<file path="src/rtl/retire_store_buffer_if.sv">
// rtl/retire_store_buffer_if.sv - Retire, D-cache drain and load-probe bundle for the committed-store buffer
// master = core/cache side, slave = the store buffer.
`ifndef XLEN
`define XLEN 32
`endif

interface retire_store_buffer_if #(
  parameter int SB_DEPTH = 4,
  parameter int XLEN     = `XLEN
);
  localparam int CNT_W = $clog2(SB_DEPTH) + 1;

  logic              store_en;
  logic [XLEN-1:0]   store_addr;
  logic [XLEN-1:0]   store_data;
  logic [1:0]        store_size;

  logic              sb_full;
  logic              sb_empty;
  logic [CNT_W-1:0]  sb_count;

  logic              sb2Dcache_req;
  logic [XLEN-1:0]   sb2Dcache_addr;
  logic [XLEN-1:0]   sb2Dcache_data;
  logic [1:0]        sb2Dcache_size;
  logic              Dcache2sb_ack;

  logic [XLEN-1:0]   ld_addr;
  logic [1:0]        ld_size;
  logic              ld_conflict;
  logic              ld_fwd_hit;
  logic [XLEN-1:0]   ld_fwd_data;

  logic              overflow_err;

  modport master (
    output store_en, store_addr, store_data, store_size,
    output Dcache2sb_ack, ld_addr, ld_size,
    input  sb_full, sb_empty, sb_count,
    input  sb2Dcache_req, sb2Dcache_addr, sb2Dcache_data, sb2Dcache_size,
    input  ld_conflict, ld_fwd_hit, ld_fwd_data, overflow_err
  );

  modport slave (
    input  store_en, store_addr, store_data, store_size,
    input  Dcache2sb_ack, ld_addr, ld_size,
    output sb_full, sb_empty, sb_count,
    output sb2Dcache_req, sb2Dcache_addr, sb2Dcache_data, sb2Dcache_size,
    output ld_conflict, ld_fwd_hit, ld_fwd_data, overflow_err
  );
endinterface

</file>
<file path="src/rtl/retire_store_buffer.sv">
// rtl/retire_store_buffer.sv - Committed-store FIFO draining to the D-cache with load overlap check
// Optional store-to-load forwarding is enabled by defining STORE_BUF_FWD_EN.
`ifndef XLEN
`define XLEN 32
`endif

module retire_store_buffer #(
  parameter int SB_DEPTH = 4
) (
  input  logic                 clock,
  input  logic                 reset,
  retire_store_buffer_if.slave bus
);
  localparam int XLEN  = `XLEN;
  localparam int PTR_W = $clog2(SB_DEPTH);
  localparam int CNT_W = PTR_W + 1;
  localparam logic [CNT_W-1:0] DEPTH_C = CNT_W'(SB_DEPTH);

  typedef enum logic {S_IDLE, S_REQ} state_t;

  state_t            state_q;
  logic              req_q;
  logic [XLEN-1:0]   addr_q  [SB_DEPTH];
  logic [XLEN-1:0]   data_q  [SB_DEPTH];
  logic [1:0]        size_q  [SB_DEPTH];
  logic [SB_DEPTH-1:0] valid_q;
  logic [PTR_W-1:0]  head_q;
  logic [PTR_W-1:0]  tail_q;
  logic [CNT_W-1:0]  count_q;
  logic [CNT_W-1:0]  count_d;
  logic              overflow_q;

  logic full;
  logic empty;
  logic pop;
  logic push;
  logic drop;

  assign full  = (count_q == DEPTH_C);
  assign empty = (count_q == '0);
  // A full buffer still takes a store when the head leaves in the same cycle.
  assign pop   = req_q & bus.Dcache2sb_ack;
  assign push  = bus.store_en & (~full | pop);
  assign drop  = bus.store_en & ~push;

  always_comb begin
    count_d = count_q;
    if (push && !pop) begin
      count_d = count_q + 1'b1;
    end else if (pop && !push) begin
      count_d = count_q - 1'b1;
    end
  end

  always_ff @(posedge clock or negedge reset) begin
    if (!reset) begin
      head_q     <= '0;
      tail_q     <= '0;
      count_q    <= '0;
      overflow_q <= 1'b0;
      valid_q    <= '0;
      for (int i = 0; i < SB_DEPTH; i++) begin
        addr_q[i] <= '0;
        data_q[i] <= '0;
        size_q[i] <= '0;
      end
    end else begin
      count_q <= count_d;
      if (drop) begin
        overflow_q <= 1'b1;
      end
      if (pop) begin
        valid_q[head_q] <= 1'b0;
        head_q          <= head_q + 1'b1;
      end
      // At full, tail == head: the push below re-validates the slot the pop just freed.
      if (push) begin
        valid_q[tail_q] <= 1'b1;
        addr_q[tail_q]  <= bus.store_addr;
        data_q[tail_q]  <= bus.store_data;
        size_q[tail_q]  <= bus.store_size;
        tail_q          <= tail_q + 1'b1;
      end
    end
  end

  // Looks at the post-update count so a push into an empty buffer requests next cycle.
  always_ff @(posedge clock or negedge reset) begin
    if (!reset) begin
      state_q <= S_IDLE;
      req_q   <= 1'b0;
    end else begin
      case (state_q)
        S_IDLE: begin
          if (count_d != '0) begin
            state_q <= S_REQ;
            req_q   <= 1'b1;
          end
        end
        S_REQ: begin
          if (count_d == '0) begin
            state_q <= S_IDLE;
            req_q   <= 1'b0;
          end
        end
        default: begin
          state_q <= S_IDLE;
          req_q   <= 1'b0;
        end
      endcase
    end
  end

  assign bus.sb_full        = full;
  assign bus.sb_empty       = empty;
  assign bus.sb_count       = count_q;
  assign bus.overflow_err   = overflow_q;
  assign bus.sb2Dcache_req  = req_q;
  assign bus.sb2Dcache_addr = req_q ? addr_q[head_q] : '0;
  assign bus.sb2Dcache_data = req_q ? data_q[head_q] : '0;
  assign bus.sb2Dcache_size = req_q ? size_q[head_q] : '0;

  logic [SB_DEPTH-1:0] word_match;
  logic                fwd_hit;
  logic [XLEN-1:0]     fwd_data;

  always_comb begin
    word_match = '0;
    for (int i = 0; i < SB_DEPTH; i++) begin
      word_match[i] = valid_q[i] && (addr_q[i][XLEN-1:2] == bus.ld_addr[XLEN-1:2]);
    end
  end

`ifdef STORE_BUF_FWD_EN
  logic [PTR_W-1:0] age_idx;
  logic [PTR_W-1:0] young_idx;
  logic             young_found;

  // Walk oldest to youngest so the last match seen is the youngest store.
  always_comb begin
    age_idx     = '0;
    young_idx   = '0;
    young_found = 1'b0;
    for (int i = 0; i < SB_DEPTH; i++) begin
      age_idx = head_q + PTR_W'(i);
      if (word_match[age_idx]) begin
        young_found = 1'b1;
        young_idx   = age_idx;
      end
    end
  end

  assign fwd_hit  = young_found
                    && (addr_q[young_idx] == bus.ld_addr)
                    && (size_q[young_idx] == bus.ld_size);
  assign fwd_data = fwd_hit ? data_q[young_idx] : '0;
`else
  logic unused_ld_bits;
  assign unused_ld_bits = ^{bus.ld_size, bus.ld_addr[1:0]};
  assign fwd_hit  = 1'b0;
  assign fwd_data = '0;
`endif

  assign bus.ld_fwd_hit  = fwd_hit;
  assign bus.ld_fwd_data = fwd_data;
  assign bus.ld_conflict = (|word_match) & ~fwd_hit;

endmodule

</file>
<file path="src/flat_wrapper.sv">
// flat-port wrapper written by rule: the top's interface ports become plain ports
module retire_store_buffer_flat 
#(
  parameter int SB_DEPTH = 4
)
  (clock, reset, bus_store_en, bus_store_addr, bus_store_data, bus_store_size, bus_Dcache2sb_ack, bus_ld_addr, bus_ld_size, bus_sb_full, bus_sb_empty, bus_sb_count, bus_sb2Dcache_req, bus_sb2Dcache_addr, bus_sb2Dcache_data, bus_sb2Dcache_size, bus_ld_conflict, bus_ld_fwd_hit, bus_ld_fwd_data, bus_overflow_err);
  retire_store_buffer_if #(.SB_DEPTH(SB_DEPTH)) bus_i ();
  input  logic clock;
  input  logic reset;
  input wire logic [$bits(bus_i.store_en)-1:0] bus_store_en;
  input wire logic [$bits(bus_i.store_addr)-1:0] bus_store_addr;
  input wire logic [$bits(bus_i.store_data)-1:0] bus_store_data;
  input wire logic [$bits(bus_i.store_size)-1:0] bus_store_size;
  input wire logic [$bits(bus_i.Dcache2sb_ack)-1:0] bus_Dcache2sb_ack;
  input wire logic [$bits(bus_i.ld_addr)-1:0] bus_ld_addr;
  input wire logic [$bits(bus_i.ld_size)-1:0] bus_ld_size;
  output wire logic [$bits(bus_i.sb_full)-1:0] bus_sb_full;
  output wire logic [$bits(bus_i.sb_empty)-1:0] bus_sb_empty;
  output wire logic [$bits(bus_i.sb_count)-1:0] bus_sb_count;
  output wire logic [$bits(bus_i.sb2Dcache_req)-1:0] bus_sb2Dcache_req;
  output wire logic [$bits(bus_i.sb2Dcache_addr)-1:0] bus_sb2Dcache_addr;
  output wire logic [$bits(bus_i.sb2Dcache_data)-1:0] bus_sb2Dcache_data;
  output wire logic [$bits(bus_i.sb2Dcache_size)-1:0] bus_sb2Dcache_size;
  output wire logic [$bits(bus_i.ld_conflict)-1:0] bus_ld_conflict;
  output wire logic [$bits(bus_i.ld_fwd_hit)-1:0] bus_ld_fwd_hit;
  output wire logic [$bits(bus_i.ld_fwd_data)-1:0] bus_ld_fwd_data;
  output wire logic [$bits(bus_i.overflow_err)-1:0] bus_overflow_err;
  assign bus_i.store_en = bus_store_en;
  assign bus_i.store_addr = bus_store_addr;
  assign bus_i.store_data = bus_store_data;
  assign bus_i.store_size = bus_store_size;
  assign bus_i.Dcache2sb_ack = bus_Dcache2sb_ack;
  assign bus_i.ld_addr = bus_ld_addr;
  assign bus_i.ld_size = bus_ld_size;
  assign bus_sb_full = bus_i.sb_full;
  assign bus_sb_empty = bus_i.sb_empty;
  assign bus_sb_count = bus_i.sb_count;
  assign bus_sb2Dcache_req = bus_i.sb2Dcache_req;
  assign bus_sb2Dcache_addr = bus_i.sb2Dcache_addr;
  assign bus_sb2Dcache_data = bus_i.sb2Dcache_data;
  assign bus_sb2Dcache_size = bus_i.sb2Dcache_size;
  assign bus_ld_conflict = bus_i.ld_conflict;
  assign bus_ld_fwd_hit = bus_i.ld_fwd_hit;
  assign bus_ld_fwd_data = bus_i.ld_fwd_data;
  assign bus_overflow_err = bus_i.overflow_err;
  retire_store_buffer #(.SB_DEPTH(SB_DEPTH)) u_core (.clock(clock), .reset(reset), .bus(bus_i));
endmodule
</file>
<file path="config.mk">
export PLATFORM = sky130hd
export DESIGN_NAME = retire_store_buffer_flat
export DESIGN_NICKNAME = d
export VERILOG_FILES = /design/src/rtl/retire_store_buffer_if.sv /design/src/rtl/retire_store_buffer.sv /design/src/flat_wrapper.sv
export SDC_FILE = /design/constraint.sdc
export NUM_CORES = 1
export LEC_CHECK = 0
export CAP_MARGIN = 20
export CORE_UTILIZATION = 57
export DETAILED_ROUTE_END_ITERATION = 10
export PLACE_DENSITY = 0.83
export SETUP_SLACK_MARGIN = 0.5
export SYNTH_ARGS = -nofsm -noshare
export SYNTH_HDL_FRONTEND = slang
export SYNTH_SLANG_ARGS = --single-unit
</file>
<file path="constraint.sdc">
create_clock -name clock -period 3.9 [get_ports clock]
set_input_delay 0.39 -clock clock [delete_from_list [all_inputs] [get_ports clock]]
set_output_delay 0.39 -clock clock [all_outputs]
set_load 0.05 [all_outputs]
</file>
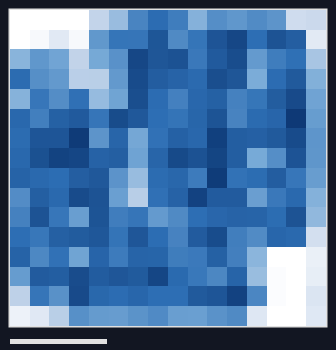
(images/util_map.png)
The bar under the picture is 50 um long. The die is cut into 16 by 16 equal tiles; white is low, dark blue is high, 0 to 100% covered.
fullest tile: 96%
nearly empty tiles: 5.1%
mean over tiles: 65%
floorplan core density: 58.2%
core area: 25300 sq um
Layout Utilization: 69.2%

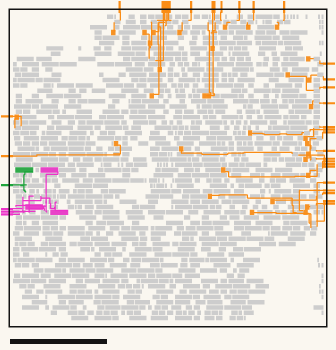
(images/port_trees.png)
The bar under the picture is 50 um long.
legend:
  green:
    port: bus_overflow_err
    bits: 1
    direction: output
    edge: west
    end_cells: 1
    buffers: 1
    wire: 26.1 um
  orange:
    port: bus_sb2Dcache_addr
    bits: 32
    direction: output
    edge: 17 east, 13 north, 2 west
    end_cells: 32
    buffers: 32
    wire: 883 um
  magenta:
    port: bus_sb_count
    bits: 3
    direction: output
    edge: west
    end_cells: 3
    buffers: 3
    wire: 138 um
Port Buf Inserts: 173
Top Ports: 211

==> flow_metrics.tcl <==
# place-and-route summary
set metrics [dict create \
    clock_path_buffers 3 \
    dp_slack_ns 0.499 \
    clock_skew_ns 0.0150 \
    die_h_um 163 \
    max_stage_delay_ns 0.73 \
    crit_start "u_core.head_q[0]" \
    hold_violations 31 \
    clock_latency_ns 0.55 \
    arrival_ns 2.89 \
    largest_area_cell "dfrtp_1" \
    ys_types 35 \
    dp_cells 1447 \
    drc 0 \
    syn_to_final_growth_pct 19.0 \
    critPathCaptureType "output pin" \
    cp-start-kind "register" \
    path_depth 4 \
    edf_count 0 \
    drt-initial-drc-count 568 \
    violations "hold timing" \
    clk_pin_slew_ns 0.06 \
    drv_slew 0 \
    worst_hold_path_type "input port to asynchronous set/reset pin" \
    die_area_sq_um 26400 \
    crit_required_ns 3.51 \
    leakage_uw 0.00763 \
    power_density_nw_per_um2 997 \
    postSynthAreaPerCell_sq_um 14.7 \
    fp.dieW_um 163 \
    timing.final.ws_setup_ns 0.615 \
    ant_nets 0 \
    numSynthFlops 278 \
    tritoncts "done" \
    synth.cells.most_frequent "278 x dfrtp_1, 148 x mux2_2, 116 x mux2_4" \
    via_count 8737 \
    cp_cell_sequence "buf_12, mux4_2, and2_1, clkdlybuf4s50_1" \
    ir_drop_v 0.000709 \
    grt_usage_pct 26.2 \
    run_status "finished, violations left" \
    root_buffer "clkbuf_16" \
    setup_violations 0 \
    grt_setup_unrepaired "false" \
    whs_ns -0.0441 \
    antenna_found_initial 3 \
    fin_tns_setup_ns 0 \
    synth_top_area_share_pct 47.4 \
    dr.pass1.iters 5 \
    finalPower_uw 17400 \
    yosys_cells 1000 \
    fmax_ghz 0.304 \
    htree_num_levels 1 \
    lay_top_count "dfrtp_1" \
    synthCells 1000 \
    flop_cell "dfrtp_1" \
    synth.most_common_cell "dfrtp_1" \
    cp-endpoint "bus_sb2Dcache_addr[29]" \
    gp_congestion 0.922 \
    warning_count 41 \
    r2r_slack_ns 1.27 \
    place_area_sq_um 16500 \
    fill_cells 1732 \
    synth_warnings 0 \
    r2r-end "u_core.addr_q[47]" \
    stdcell_count 1504 \
    wl_per_cell_um 22.2 \
    worst_slew_pin_slew_ns 1.01 \
    crit_buf_inv 2 \
    fin_nets 1265 \
    relSlewSlack_pct 32.6 \
    finish.instance_area_sq_um 17500 \
    hpwl_mm 21.9 \
    drive_above_1_share_pct 33.8 \
    r2r-start "u_core.bus.sb_count[0]" \
    slowest_stage "clkdlybuf4s50_1" \
    async_flop_share_pct 100 \
    yosys_area_sq_um 14700 \
    grt_pass1_wl_mm 53.0 \
    period_used_pct 84.2 \
    syn_area_sq_um 14700 \
    wirelength_mm 33.5 \
    critical_path.max_fanout 22 \
    area_leaders "dfrtp_1 47%, mux2_4 12%, mux2_2 11%" \
    first_global_vias 9228 \
    ys_seq_share_pct 47.4 \
    row_count 58 \
    viasPerCell 5.81 \
    cts_made_buffers 30 \
    overflow 0 \
    period_minus_slack_ns 3.28 \
    final_layout_top_logic_cells "275 x dfrtp_1, 169 x clkdlybuf4s50_1, 148 x mux2_2" \
    critPathTopFamily "buffers and inverters" \
    drv_cap 0 \
    reg2regPathDepth 7 \
    critPathKind "register to output pin" \
    grt_max_degree 129 \
    cts.sinks 278 \
]
[where the power goes]
part	internal, uW	switching (uW)	leakage [uW]	total (uW)
clock	1600	1110	0.000462	2710
combinational	4650	4460	0.00388	9110
sequential	4390	1230	0.00328	5610
total	10600	6800	0.00763	17400
[what timing repair did]
item / in CTS / in global routing
hold endpoints to repair: 0 / 0
hold buffers: 0 / 0
gates resized: 1 / 2
buffers inserted: 1 / 0
cloned: 0 / 0
setup endpoints to repair: 48 / 2
[cells by family (layout without fill, tap and decap cells)]
group	Yosys count	in the layout	share of synthesized area, %
buf+inv	111	250	4.69
mux	332	332	33.5
flops	278	278	47.4
xor+xnor	123	123	7.33
simple gates	133	133	5.60
other cells	1	36	0.0255
compound gates	10	10	0.528
fa+ha+maj	12	12	1.01
[sequential cells by signal (all words and copies together), names as in the netlist]
register                  flops
u_core.addr_q               128
u_core.head_q                 2
u_core.bus.sb_count           3
u_core.valid_q                4
u_core.size_q                 8
u_core.state_q                1
u_core.bus.sb2Dcache_req      1
u_core.tail_q                 2
u_core.data_q               128
u_core.bus.overflow_err       1
[area by class of cell]
| cell class | count | area, sq um | share of cell area, % |
|---|---|---|---|
| antenna | 3 | 7.51 | 0.0429 |
| clock buffer | 51 | 931 | 5.32 |
| clock inverter | 2 | 10.0 | 0.0573 |
| inverter | 10 | 37.5 | 0.215 |
| multi-input combinational | 643 | 7160 | 41.0 |
| sequential | 278 | 6970 | 39.8 |
| tap | 330 | 413 | 2.36 |
| timing repair buffer | 187 | 1950 | 11.2 |
[routing by layer]
metal	track usage [%]	wire length, um
met1	36.8	14800
met2	41.5	15500
met3	5.30	2120
met4	7.52	951
met5	0	0
No activity file was given, so power comes from the tool's default toggle rates.
